[config.mk]
export PLATFORM = sky130hd
export DESIGN_NAME = trig_pulse_generator_flat
export DESIGN_NICKNAME = d
export VERILOG_FILES = /design/src/rtl/trig_pulse_generator_pkg.sv /design/src/rtl/trig_pulse_generator_if.sv /design/src/rtl/trig_pulse_generator_sync.sv /design/src/rtl/trig_pulse_generator.sv /design/src/flat_wrapper.sv
export SDC_FILE = /design/constraint.sdc
export NUM_CORES = 1
export LEC_CHECK = 0
export CORE_AREA = 2 2 97 99
export DETAILED_ROUTE_END_ITERATION = 8
export DIE_AREA = 0 0 99 101
export PLACE_DENSITY = 0.86
export SLEW_MARGIN = 10
export SYNTH_ARGS = -nofsm -noshare
export SYNTH_HDL_FRONTEND = slang
export SYNTH_SLANG_ARGS = --single-unit
[constraint.sdc]
create_clock -name clk -period 6.5 [get_ports clk]
set_input_delay 0.65 -clock clk [delete_from_list [all_inputs] [get_ports clk]]
set_output_delay 0.65 -clock clk [all_outputs]
set_load 0.1 [all_outputs]
[src/rtl/trig_pulse_generator_pkg.sv]
// Shared types and constants for the trigger pulse generator.
package trig_pkg;

    typedef enum logic [1:0] {
        IDLE  = 2'd0,
        ARMED = 2'd1,
        RUN   = 2'd2
    } state_t;

    localparam int unsigned MIN_PERIOD = 2;
    localparam int unsigned MIN_WIDTH  = 1;

    localparam int unsigned RST_PERIOD = 2;
    localparam int unsigned RST_WIDTH  = 1;
    localparam int unsigned RST_BURST  = 0;

endpackage

[src/rtl/trig_pulse_generator_if.sv]
// Control/status bundle of the trigger pulse generator.
interface trig_pulse_generator_if #(
    parameter int CNT_W   = 16,
    parameter int WID_W   = 8,
    parameter int BURST_W = 16
);
    logic               enable;
    logic               start;
    logic [CNT_W-1:0]   period;
    logic [WID_W-1:0]   width;
    logic [BURST_W-1:0] burst_len;
    logic               ext_trig;
    logic               pulse;
    logic               busy;
    logic               done;
    logic [BURST_W-1:0] pulse_cnt;

    modport master (
        output enable, start, period, width, burst_len, ext_trig,
        input  pulse, busy, done, pulse_cnt
    );

    modport slave (
        input  enable, start, period, width, burst_len, ext_trig,
        output pulse, busy, done, pulse_cnt
    );
endinterface

[src/rtl/trig_pulse_generator_sync.sv]
// Two-flop synchronizer followed by a registered rising-edge detector.
module sync_edge_det (
    input  logic clk,
    input  logic rst_n,
    input  logic async_in,
    output logic rise
);
    logic s1, s2, s3;

    always_ff @(posedge clk) begin
        if (!rst_n) begin
            s1   <= 1'b0;
            s2   <= 1'b0;
            s3   <= 1'b0;
            rise <= 1'b0;
        end else begin
            s1   <= async_in;
            s2   <= s1;
            s3   <= s2;
            rise <= s2 & ~s3;
        end
    end
endmodule

[src/rtl/trig_pulse_generator.sv]
// Periodic/burst trigger pulse generator with shadowed settings.
// Optional external arm trigger: define TRIG_PULSE_GEN_EXT_TRIG_EN.
module trig_pulse_generator
    import trig_pkg::*;
#(
    parameter int CNT_W   = 16,
    parameter int WID_W   = 8,
    parameter int BURST_W = 16
) (
    input logic                  clk,
    input logic                  rst_n,
    trig_pulse_generator_if.slave bus
);
    localparam int CW = (CNT_W > WID_W) ? CNT_W : WID_W;

    state_t             state, state_nxt;
    logic [CNT_W-1:0]   period_l, period_l_nxt;
    logic [CNT_W-1:0]   width_l, width_l_nxt;
    logic [BURST_W-1:0] burst_l, burst_l_nxt;
    logic [CNT_W-1:0]   phase, phase_nxt;
    logic [BURST_W-1:0] cnt, cnt_nxt, cnt_inc;
    logic               pulse_q, pulse_nxt;
    logic               done_q, done_nxt;
    logic [CNT_W-1:0]   period_c;
    logic [CW-1:0]      width_c;

`ifdef TRIG_PULSE_GEN_EXT_TRIG_EN
    logic trig_rise;

    sync_edge_det u_sync (
        .clk      (clk),
        .rst_n    (rst_n),
        .async_in (bus.ext_trig),
        .rise     (trig_rise)
    );
`endif

    // Width is clamped against the already-clamped period, in a common width.
    always_comb begin
        period_c = (bus.period < CNT_W'(MIN_PERIOD)) ? CNT_W'(MIN_PERIOD) : bus.period;
        width_c  = CW'(bus.width);
        if (width_c < CW'(MIN_WIDTH))
            width_c = CW'(MIN_WIDTH);
        if (width_c > CW'(period_c) - CW'(1))
            width_c = CW'(period_c) - CW'(1);
    end

    assign cnt_inc = (cnt == '1) ? cnt : cnt + BURST_W'(1);

    always_comb begin
        state_nxt    = state;
        period_l_nxt = period_l;
        width_l_nxt  = width_l;
        burst_l_nxt  = burst_l;
        phase_nxt    = phase;
        cnt_nxt      = cnt;
        pulse_nxt    = 1'b0;
        done_nxt     = 1'b0;

        case (state)
            IDLE: begin
                if (bus.start && bus.enable) begin
                    period_l_nxt = period_c;
                    width_l_nxt  = CNT_W'(width_c);
                    burst_l_nxt  = bus.burst_len;
                    phase_nxt    = '0;
`ifdef TRIG_PULSE_GEN_EXT_TRIG_EN
                    state_nxt    = ARMED;
                    cnt_nxt      = '0;
`else
                    // Phase 0 starts on this edge, so the first pulse is counted here.
                    state_nxt    = RUN;
                    cnt_nxt      = BURST_W'(1);
                    pulse_nxt    = 1'b1;
`endif
                end
            end

            ARMED: begin
                if (!bus.enable)
                    state_nxt = IDLE;
`ifdef TRIG_PULSE_GEN_EXT_TRIG_EN
                else if (trig_rise) begin
                    state_nxt = RUN;
                    phase_nxt = '0;
                    cnt_nxt   = cnt_inc;
                    pulse_nxt = 1'b1;
                end
`endif
            end

            RUN: begin
                if (!bus.enable) begin
                    state_nxt = IDLE;
                end else if (phase == period_l - CNT_W'(1)) begin
                    if (burst_l != '0 && cnt >= burst_l) begin
                        state_nxt = IDLE;
                        done_nxt  = 1'b1;
                    end else begin
                        phase_nxt = '0;
                        cnt_nxt   = cnt_inc;
                        pulse_nxt = 1'b1;
                    end
                end else begin
                    phase_nxt = phase + CNT_W'(1);
                    pulse_nxt = (phase + CNT_W'(1)) < width_l;
                end
            end

            default: state_nxt = IDLE;
        endcase
    end

    always_ff @(posedge clk) begin
        if (!rst_n) begin
            state    <= IDLE;
            period_l <= CNT_W'(RST_PERIOD);
            width_l  <= CNT_W'(RST_WIDTH);
            burst_l  <= BURST_W'(RST_BURST);
            phase    <= '0;
            cnt      <= '0;
            pulse_q  <= 1'b0;
            done_q   <= 1'b0;
        end else begin
            state    <= state_nxt;
            period_l <= period_l_nxt;
            width_l  <= width_l_nxt;
            burst_l  <= burst_l_nxt;
            phase    <= phase_nxt;
            cnt      <= cnt_nxt;
            pulse_q  <= pulse_nxt;
            done_q   <= done_nxt;
        end
    end

    assign bus.pulse     = pulse_q;
    assign bus.busy      = (state != IDLE);
    assign bus.done      = done_q;
    assign bus.pulse_cnt = cnt;
endmodule

[src/flat_wrapper.sv]
// flat-port wrapper written by rule: the top's interface ports become plain ports
module trig_pulse_generator_flat import trig_pkg::*;
#(
    parameter int CNT_W   = 16,
    parameter int WID_W   = 8,
    parameter int BURST_W = 16
)
  (clk, rst_n, bus_enable, bus_start, bus_period, bus_width, bus_burst_len, bus_ext_trig, bus_pulse, bus_busy, bus_done, bus_pulse_cnt);
  trig_pulse_generator_if #(.CNT_W(CNT_W), .WID_W(WID_W), .BURST_W(BURST_W)) bus_i ();
  input logic clk;
  input logic rst_n;
  input wire logic [$bits(bus_i.enable)-1:0] bus_enable;
  input wire logic [$bits(bus_i.start)-1:0] bus_start;
  input wire logic [$bits(bus_i.period)-1:0] bus_period;
  input wire logic [$bits(bus_i.width)-1:0] bus_width;
  input wire logic [$bits(bus_i.burst_len)-1:0] bus_burst_len;
  input wire logic [$bits(bus_i.ext_trig)-1:0] bus_ext_trig;
  output wire logic [$bits(bus_i.pulse)-1:0] bus_pulse;
  output wire logic [$bits(bus_i.busy)-1:0] bus_busy;
  output wire logic [$bits(bus_i.done)-1:0] bus_done;
  output wire logic [$bits(bus_i.pulse_cnt)-1:0] bus_pulse_cnt;
  assign bus_i.enable = bus_enable;
  assign bus_i.start = bus_start;
  assign bus_i.period = bus_period;
  assign bus_i.width = bus_width;
  assign bus_i.burst_len = bus_burst_len;
  assign bus_i.ext_trig = bus_ext_trig;
  assign bus_pulse = bus_i.pulse;
  assign bus_busy = bus_i.busy;
  assign bus_done = bus_i.done;
  assign bus_pulse_cnt = bus_i.pulse_cnt;
  trig_pulse_generator #(.CNT_W(CNT_W), .WID_W(WID_W), .BURST_W(BURST_W)) u_core (.clk(clk), .rst_n(rst_n), .bus(bus_i));
endmodule
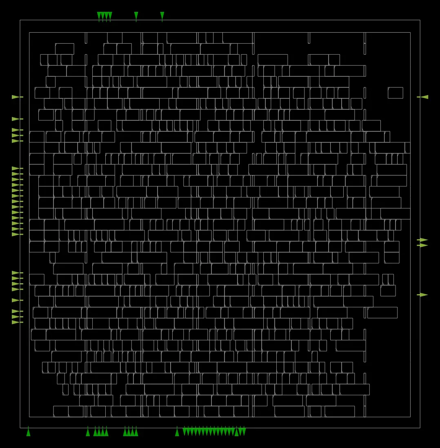
**Above:** placement view.
Rows: 35
fillers: 728

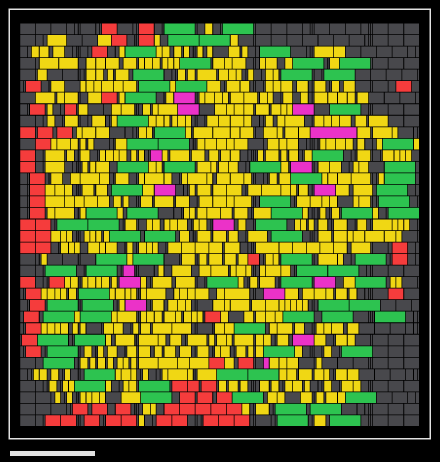
**Above:** placement by cell class.
Scale bar: 20 um. Fill, decap, tap and diode cells in gray.
color	class	cells
yellow	remaining logic cells	555
magenta	clock drivers and dummy loads	16
red	remaining buffers and delay cells	65
green	registers	83

==> impl_metrics.ini <==
; flow metrics
[cells_and_area]
nNetsFinal = 802
drive_gt1_frac = 0.0445
antennaDiodeCount = 0
stdcell_area_mm2 = 0.00616

[yosys]
fp_nets = 770
syn-cell-area_mm2 = 0.00535
synth_flops = 83
ys.warnings.count = 0
ys_chip_area_mm2 = 0.00535
seq_area_frac_synth = 0.310
edf_count = 0
ff_type = dfxtp_1
topCellsByArea = dfxtp_1 (31%), ha_1 (10%), nand2_1 (6.5%)
netlist_instances = 682
syn_avg_cell_area_um2 = 7.85

[job]
warnings = 27

[clock_tree]
cts_buffer_depth = 2
cts_tree = yes
clkSlewWorstSetupHoldPaths_ps = 80
cts_root_buffer = clkbuf_8
clk_latency_ps = 350
post_cts_buffers = 0
ctsResizeCount = 0

[setup_path]
cpPeakStageDelay_ps = 600
regToRegSetupSlack_ps = 2940
arrival_ps = 5160
critical_path.endpoint = u_core.width_l[2]
startpoint_type = primary input
crit_chain = clkdlybuf4s50_1, or4_1, nor3_1, or3b_2, o31a_1, inv_1, ha_1, nand2b_1, nor4_1, xnor2_1, ha_1, nand4_1, nor2_1, nor3_1, o311ai_1, buf_4, or4_1, o311ai_0
rr_endpoint = u_core.bus.pulse
reg2reg_depth = 14
worstPathRequired_ps = 6720

[grt]
grt_pass1_wl_um = 22400
grt_use_met1 = 0.367
grt_overflow = 0
met2_usage = 0.443
track_usage = 0.271
busiest_layer = met2
grt_pass1_vias = 4822

[routing]
vias = 5106
highest_layer = met4
drtIter0Drc = 339
drtPass1Iterations = 5
ant_nets = 0

[min_path]
holdPathStages = 2
min_to = u_core.width_l[13]
hp-start = u_core.width_l[13]

[floorplanning]
ios = 64
die-area_mm2 = 0.0100
core_mm2 = 0.00898
initCoreUtil = 0.596

[placement]
place.gp.congestion = 0.866

[final_timing]
slew_violations = 0
setup_viol = 0
fin_skew_ps = 12.6
fin_tns_setup_ps = 0
grt_setup_unrepaired = no
hold_viol_final = 0

[run_status]
status = finished, final reports clean

[power_and_ir_drop]
leakage_nw = 2.30
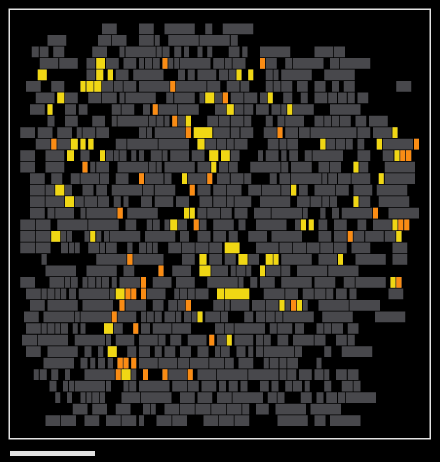
**Above:** gate-type map.
Scale bar: 20 um.
color	family	cells
orange	inv cells	42
yellow	nor cells	65

[metrics by stage]
step | std cells | hold WS [ps] | worst slack, ps | utilization | power (mW)
2_1_floorplan | 682 | 422 | 1830 | - | 0.662
3_5_place_dp | 814 | 436 | 1230 | 0.662 | 0.722
5_1_grt | 830 | 471 | 1140 | 0.686 | 1.15
6_report | 830 | 445 | 1560 | 0.686 | 1.10
3_3_place_gp | 814 | 433 | 1400 | 0.662 | 0.715
4_1_cts | 830 | 448 | 1570 | 0.686 | 1.11
[cells by family after synthesis]
kind of cell | Yosys count | synth area share
AND-OR/OR-AND | 165 | 0.202
XOR/XNOR | 37 | 0.0606
adder cells (fa/ha/maj) | 43 | 0.101
buffers and inverters | 86 | 0.0655
flip-flops | 83 | 0.310
multiplexers | 1 | 0.00210
AND/OR/NAND/NOR | 267 | 0.259
[report_power, final]
part | internal, mW | total, mW | switching [mW]
registers | 0.521 | 0.536 | 0.0149
logic | 0.0755 | 0.176 | 0.101
clock network | 0.209 | 0.392 | 0.183
total | 0.806 | 1.10 | 0.299
[Yosys cell counts, drive strengths merged (11+ instances only)]
library cell	number
a21o	17
a21oi	65
clkbuf	36
dfxtp	83
ha	43
inv	41
nand2	92
nand2b	11
nand3	22
nand4	22
nor2	37
nor3	14
o21ai	19
or4	17
xnor2	26
xor2	11
[area by class of cell]
class                           instances  area [um2]  share of cell area
Inverter                               42         158              0.0256
Clock buffer                           13         169              0.0274
Clock inverter                          3        45.0             0.00732
Multi-Input combinational cell        513        3340               0.543
Timing Repair Buffer                   65         643               0.104
Tap cell                              111         139              0.0226
Sequential cell                        83        1660               0.270
[tightest hold or removal path: cells and delay by family (launching register included)]
family | cells | cell delay [ps]
buf+inv | 1 | 60
flops | 1 | 300
simple gates | 1 | 40
Power is estimated from default activity; no workload was simulated.
